Figure 1. PDN straps and rails.
Bar = 20 µm. Pins as bars on the die edge. Tap cells in grey.
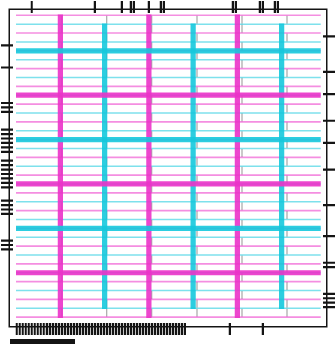
Figure 2. Cell classes on the final placement.
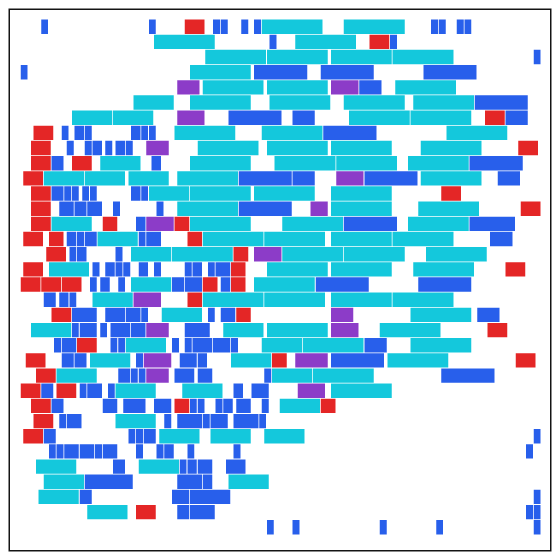
Figure 3. Clock wires, drivers and flops.
Bar = 20 µm.
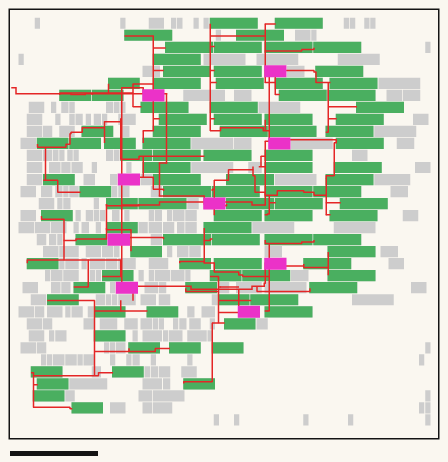
Figure 4. Wiring by layer.
Bar = 20 µm. Two of the layers only.
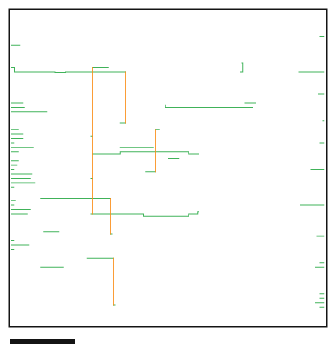
Figure 5. Clock nets.
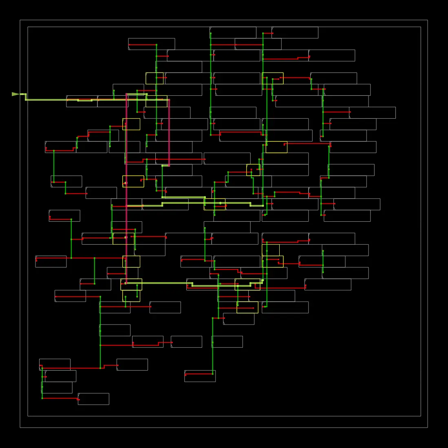
--- src/rtl/apb_fifo_pkg.sv ---
// Shared register map, status/control bit positions and slave FSM encoding.
// Latency: n/a (constants and a pure packing function).
// Backpressure: n/a.
package apb_fifo_pkg;

    // Register offsets as decoded from PADDR[3:2]
    localparam logic [1:0] REG_FSR  = 2'd0;
    localparam logic [1:0] REG_FWD  = 2'd1;
    localparam logic [1:0] REG_CTRL = 2'd2;
    localparam logic [1:0] REG_RSV  = 2'd3;

    // FSR bit positions
    localparam int FSR_EMPTY   = 0;
    localparam int FSR_FULL    = 1;
    localparam int FSR_OVF     = 2;
    localparam int FSR_EN      = 3;
    localparam int FSR_CNT_LSB = 8;

    // CTRL bit positions
    localparam int CTRL_EN  = 0;
    localparam int CTRL_CLR = 1;

    // APB slave FSM: every access takes one fixed wait state
    typedef enum logic [1:0] {
        ST_IDLE = 2'd0,
        ST_WAIT = 2'd1,
        ST_RESP = 2'd2
    } apb_state_e;

    // Assemble the FSR word; unused bits read as zero
    function automatic logic [31:0] fsr_pack(input logic       empty,
                                             input logic       full,
                                             input logic       ovf,
                                             input logic       en,
                                             input logic [7:0] cnt);
        logic [31:0] w;
        w                              = '0;
        w[FSR_EMPTY]                   = empty;
        w[FSR_FULL]                    = full;
        w[FSR_OVF]                     = ovf;
        w[FSR_EN]                      = en;
        w[FSR_CNT_LSB +: 8]            = cnt;
        return w;
    endfunction

endpackage

--- src/rtl/apb_fifo_mem.sv ---
// Circular FIFO storage with pointers and occupancy count; clr empties it.
// Latency: write visible at head one cycle after push; dout is combinational from head.
// Backpressure: push while full is refused unless a pop happens the same cycle; clr beats both.
module apb_fifo_mem
    import apb_fifo_pkg::*;
#(
    parameter int DEPTH = 8,
    parameter int DW    = 8,
    localparam int AW   = $clog2(DEPTH),
    localparam int CW   = $clog2(DEPTH) + 1
) (
    input  logic          clk_i,
    input  logic          rst_i,
    input  logic          push_i,
    input  logic          pop_i,
    input  logic          clr_i,
    input  logic [DW-1:0] din_i,
    output logic [DW-1:0] dout_o,
    output logic          full_o,
    output logic          empty_o,
    output logic [CW-1:0] count_o
);

    logic [DW-1:0] mem_q [DEPTH];
    logic [AW-1:0] wptr_q, wptr_d;
    logic [AW-1:0] rptr_q, rptr_d;
    logic [CW-1:0] cnt_q,  cnt_d;
    logic          do_push;
    logic          do_pop;

    assign empty_o = (cnt_q == '0);
    assign full_o  = (cnt_q == CW'(DEPTH));
    assign count_o = cnt_q;
    assign dout_o  = mem_q[rptr_q];

    // A pop frees a slot in the same cycle, so a full FIFO still accepts a push alongside it
    assign do_pop  = pop_i && !empty_o;
    assign do_push = push_i && (!full_o || do_pop);

    // Pointer and count update; clr discards any coincident push or pop
    always_comb begin
        wptr_d = wptr_q;
        rptr_d = rptr_q;
        cnt_d  = cnt_q;
        if (clr_i) begin
            wptr_d = '0;
            rptr_d = '0;
            cnt_d  = '0;
        end else begin
            if (do_push) wptr_d = wptr_q + 1'b1;
            if (do_pop)  rptr_d = rptr_q + 1'b1;
            if (do_push && !do_pop)      cnt_d = cnt_q + 1'b1;
            else if (do_pop && !do_push) cnt_d = cnt_q - 1'b1;
        end
    end

    // Pointer/count registers with synchronous reset
    always_ff @(posedge clk_i) begin
        if (rst_i) begin
            wptr_q <= '0;
            rptr_q <= '0;
            cnt_q  <= '0;
        end else begin
            wptr_q <= wptr_d;
            rptr_q <= rptr_d;
            cnt_q  <= cnt_d;
        end
    end

    // Storage array; contents are don't-care after reset
    always_ff @(posedge clk_i) begin
        if (do_push && !clr_i) mem_q[wptr_q] <= din_i;
    end

endmodule

--- src/rtl/apb_fifo_slave.sv ---
// APB slave that pushes words into a FIFO drained by a valid/ready stream, with status and control registers.
// Latency: every APB access takes one wait state; write effects commit at the end of the response cycle.
// Backpressure: stream holds head while out_ready is low; a push into a full FIFO is dropped and flagged as overflow.
module apb_fifo_slave
    import apb_fifo_pkg::*;
#(
    parameter int DEPTH = 8,
    parameter int DW    = 8
) (
    input  logic          PCLK,
    input  logic          PRESET,
    input  logic          PSEL,
    input  logic          PENABLE,
    input  logic          PWRITE,
    input  logic [31:0]   PADDR,
    input  logic [31:0]   PWDATA,
    output logic [31:0]   PRDATA,
    output logic          PREADY,
    output logic          out_valid,
    output logic [DW-1:0] out_data,
    input  logic          out_ready
);

    localparam int CW = $clog2(DEPTH) + 1;

    apb_state_e  state_q, state_d;
    logic [1:0]  addr_q,  addr_d;
    logic        wr_q,    wr_d;
    logic [31:0] wdata_q, wdata_d;
    logic [31:0] rdata_q, rdata_d;
    logic        en_q,    en_d;
    logic        ovf_q,   ovf_d;

    logic [31:0]   rd_mux;
    logic          commit;
    logic          fifo_push;
    logic          fifo_pop;
    logic          fifo_clr;
    logic          ctrl_wr;
    logic          fifo_full;
    logic          fifo_empty;
    logic [CW-1:0] fifo_count;
    logic          unused_bits;

    // Only PADDR[3:2], CTRL bits and the low DW data bits carry meaning
    assign unused_bits = ^{PADDR, PWDATA, wdata_q};

    // Side effects fire once, on the edge that closes the response cycle
    assign commit    = (state_q == ST_RESP) && wr_q;
    assign fifo_push = commit && (addr_q == REG_FWD);
    assign ctrl_wr   = commit && (addr_q == REG_CTRL);
    assign fifo_clr  = ctrl_wr && wdata_q[CTRL_CLR];

    assign out_valid = !fifo_empty && en_q;
    assign fifo_pop  = out_valid && out_ready;

    assign PREADY = (state_q == ST_RESP);
    assign PRDATA = ((state_q == ST_RESP) && !wr_q) ? rdata_q : 32'h0;

    // Read data source for the register selected during the wait state
    always_comb begin
        rd_mux = 32'h0;
        case (PADDR[3:2])
            REG_FSR:  rd_mux = fsr_pack(fifo_empty, fifo_full, ovf_q, en_q, 8'(fifo_count));
            REG_CTRL: rd_mux[CTRL_EN] = en_q;
            default:  rd_mux = 32'h0;
        endcase
    end

    // Slave FSM and capture of the transfer in the wait state
    always_comb begin
        state_d = state_q;
        addr_d  = addr_q;
        wr_d    = wr_q;
        wdata_d = wdata_q;
        rdata_d = rdata_q;
        case (state_q)
            ST_IDLE: begin
                if (PSEL && !PENABLE) state_d = ST_WAIT;
            end
            ST_WAIT: begin
                // A master dropping PSEL here aborts the transfer silently
                if (PSEL) begin
                    state_d = ST_RESP;
                    addr_d  = PADDR[3:2];
                    wr_d    = PWRITE;
                    wdata_d = PWDATA;
                    rdata_d = PWRITE ? 32'h0 : rd_mux;
                end else begin
                    state_d = ST_IDLE;
                end
            end
            ST_RESP: state_d = ST_IDLE;
            default: state_d = ST_IDLE;
        endcase
    end

    // Control and sticky overflow; clr clears overflow and wins over a dropped push
    always_comb begin
        en_d  = en_q;
        ovf_d = ovf_q;
        if (ctrl_wr) en_d = wdata_q[CTRL_EN];
        if (fifo_clr) begin
            ovf_d = 1'b0;
        end else if (fifo_push && fifo_full && !fifo_pop) begin
            ovf_d = 1'b1;
        end
    end

    // Register stage with synchronous reset; reset also aborts any in-flight transfer
    always_ff @(posedge PCLK) begin
        if (PRESET) begin
            state_q <= ST_IDLE;
            addr_q  <= 2'b00;
            wr_q    <= 1'b0;
            wdata_q <= 32'h0;
            rdata_q <= 32'h0;
            en_q    <= 1'b0;
            ovf_q   <= 1'b0;
        end else begin
            state_q <= state_d;
            addr_q  <= addr_d;
            wr_q    <= wr_d;
            wdata_q <= wdata_d;
            rdata_q <= rdata_d;
            en_q    <= en_d;
            ovf_q   <= ovf_d;
        end
    end

    apb_fifo_mem #(
        .DEPTH (DEPTH),
        .DW    (DW)
    ) u_mem (
        .clk_i   (PCLK),
        .rst_i   (PRESET),
        .push_i  (fifo_push),
        .pop_i   (fifo_pop),
        .clr_i   (fifo_clr),
        .din_i   (wdata_q[DW-1:0]),
        .dout_o  (out_data),
        .full_o  (fifo_full),
        .empty_o (fifo_empty),
        .count_o (fifo_count)
    );

endmodule
--- config.mk ---
export PLATFORM = sky130hd
export DESIGN_NAME = apb_fifo_slave
export DESIGN_NICKNAME = d
export VERILOG_FILES = /design/src/rtl/apb_fifo_pkg.sv /design/src/rtl/apb_fifo_mem.sv /design/src/rtl/apb_fifo_slave.sv
export SDC_FILE = /design/constraint.sdc
export NUM_CORES = 1
export LEC_CHECK = 0
export CAP_MARGIN = 20
export CORE_MARGIN = 1.5
export CORE_UTILIZATION = 48
export CTS_CLUSTER_DIAMETER = 30
export DETAILED_ROUTE_END_ITERATION = 7
export HOLD_SLACK_MARGIN = 0.12
export PLACE_DENSITY = 0.79
export SYNTH_ARGS = -nofsm -noshare
export SYNTH_HDL_FRONTEND = slang
export SYNTH_SLANG_ARGS = --single-unit
--- constraint.sdc ---
create_clock -name PCLK -period 3.1 [get_ports PCLK]
set_input_delay 0.465 -clock PCLK [delete_from_list [all_inputs] [get_ports PCLK]]
set_output_delay 0.465 -clock PCLK [all_outputs]
set_load 0.02 [all_outputs]
==> GITHUB_STEP_SUMMARY <==
### Metrics collected by this job

| Metric | Value |
|---|---|
| Status | complete, no violations |
| Floorplan Utilization | 48.9% |
| Metal2 WL | 3260 µm |
| CP arrival | 2.38 ns |
| Hold Path Class | reg -> reg |
| Synthesis Warnings | 0 |
| Die area | 0.00938 mm² |
| Critical path startpoint category | flip-flop |
| Count of non-CTS buffers in the layout | 46 |
| Critical-path cell list | buf_4, mux4_1, mux2_2, clkdlybuf4s50_1 |
| Fin Hold WS | 0.479 ns |
| # Cells Yosys | 301 |
| CP bufs+invs | 2 |
| Total gr overflow | 0 |
| Worst Setup EP | out_data[0] |
| MaxCap Viol Count | 0 |
| Final period util | 91.9% |
| Yosys stat area | 0.00423 mm² |
| Maximum vdd drop | 220 µV |
| Seq pwr share | 61.1% |
| Dominant cell type by area after synthesis | edfxtp_1 |
| Cell Type Count | 41 |
| Cell area after synthesis | 0.00423 mm² |
| Hold Crit Start | wr_q |
| P_seq | 0.00141 W |
| Hold_buf cts | 0 |
| P&R area growth vs syn | 14.1% |
| Fin Setup TNS | 0 ns |
| DIE HEIGHT | 96.8 µm |
| Register-to-register setup slack | 0.34 ns |
| Number of enable flip-flop cells | 64 |
| Slew at the pin closest to its max-slew limit | 0.917 ns |
| Invs w/o clock | 7 |
| Main logic family after synthesis | multiplexers |
| M2 GR Usage | 25.0% |
| Adder Area Share | 1.95% |
| Worst Path Max Fanout | 16 |
| Max Fclk | 351 MHz |
| Vias per inst | 5.21 |
| CTS Buffer Depth | 2 |
| Endpoints failing hold | 0 |
| Regs by FF count | u_mem.mem_q (64), rdata_q (8), wdata_q (8) |
| DP Cell Count | 440 |
| Registers | 100 |
| Max layer used | met4 |
| FF-to-FF End | u_mem.count_o[3] |
| Comb area share | 28.7% |
| Slew Limit Fails | 0 |
Notes on Figure 1 above:
Cyan marks VDD. Magenta marks VSS.
112 signal pins sit on the boundary. 108 tap cells. 6 straps on met4. 35 met1 rails follow the rows. The core has 34 rows.

Notes on Figure 2 above:
Purple marks clock drivers and dummy loads, cells 16. Red marks remaining buffers and delay cells, cells 46. Cyan marks registers, cells 100. Blue marks remaining logic cells, cells 186.
final design utilization: 55.9%
Rows: 34
fraction of area in registers: 54.8%

Notes on Figure 3 above:
Magenta marks clock-net drivers, count 9. Red marks clock wires, length 981 µm. Green marks flip-flops, count 100.
There are 10 routed clock nets.
clock share of power: 36.0%
Clock group: 0.000833 W
worst skew pair latency: 0.37 ns
Setup Skew: 0.0145 ns

Notes on Figure 4 above:
Orange marks M4, wire length 98.6 µm. Green marks M3, wire length 322 µm.
Avg WL per Cell: 15.5 µm
via count: 2,374

Notes on Figure 5 above:
CTS sink cnt: 100
total CTS buffers: 9
clock buf count: 9

Power figures rest on the tool's default switching activity, not on a simulated workload.
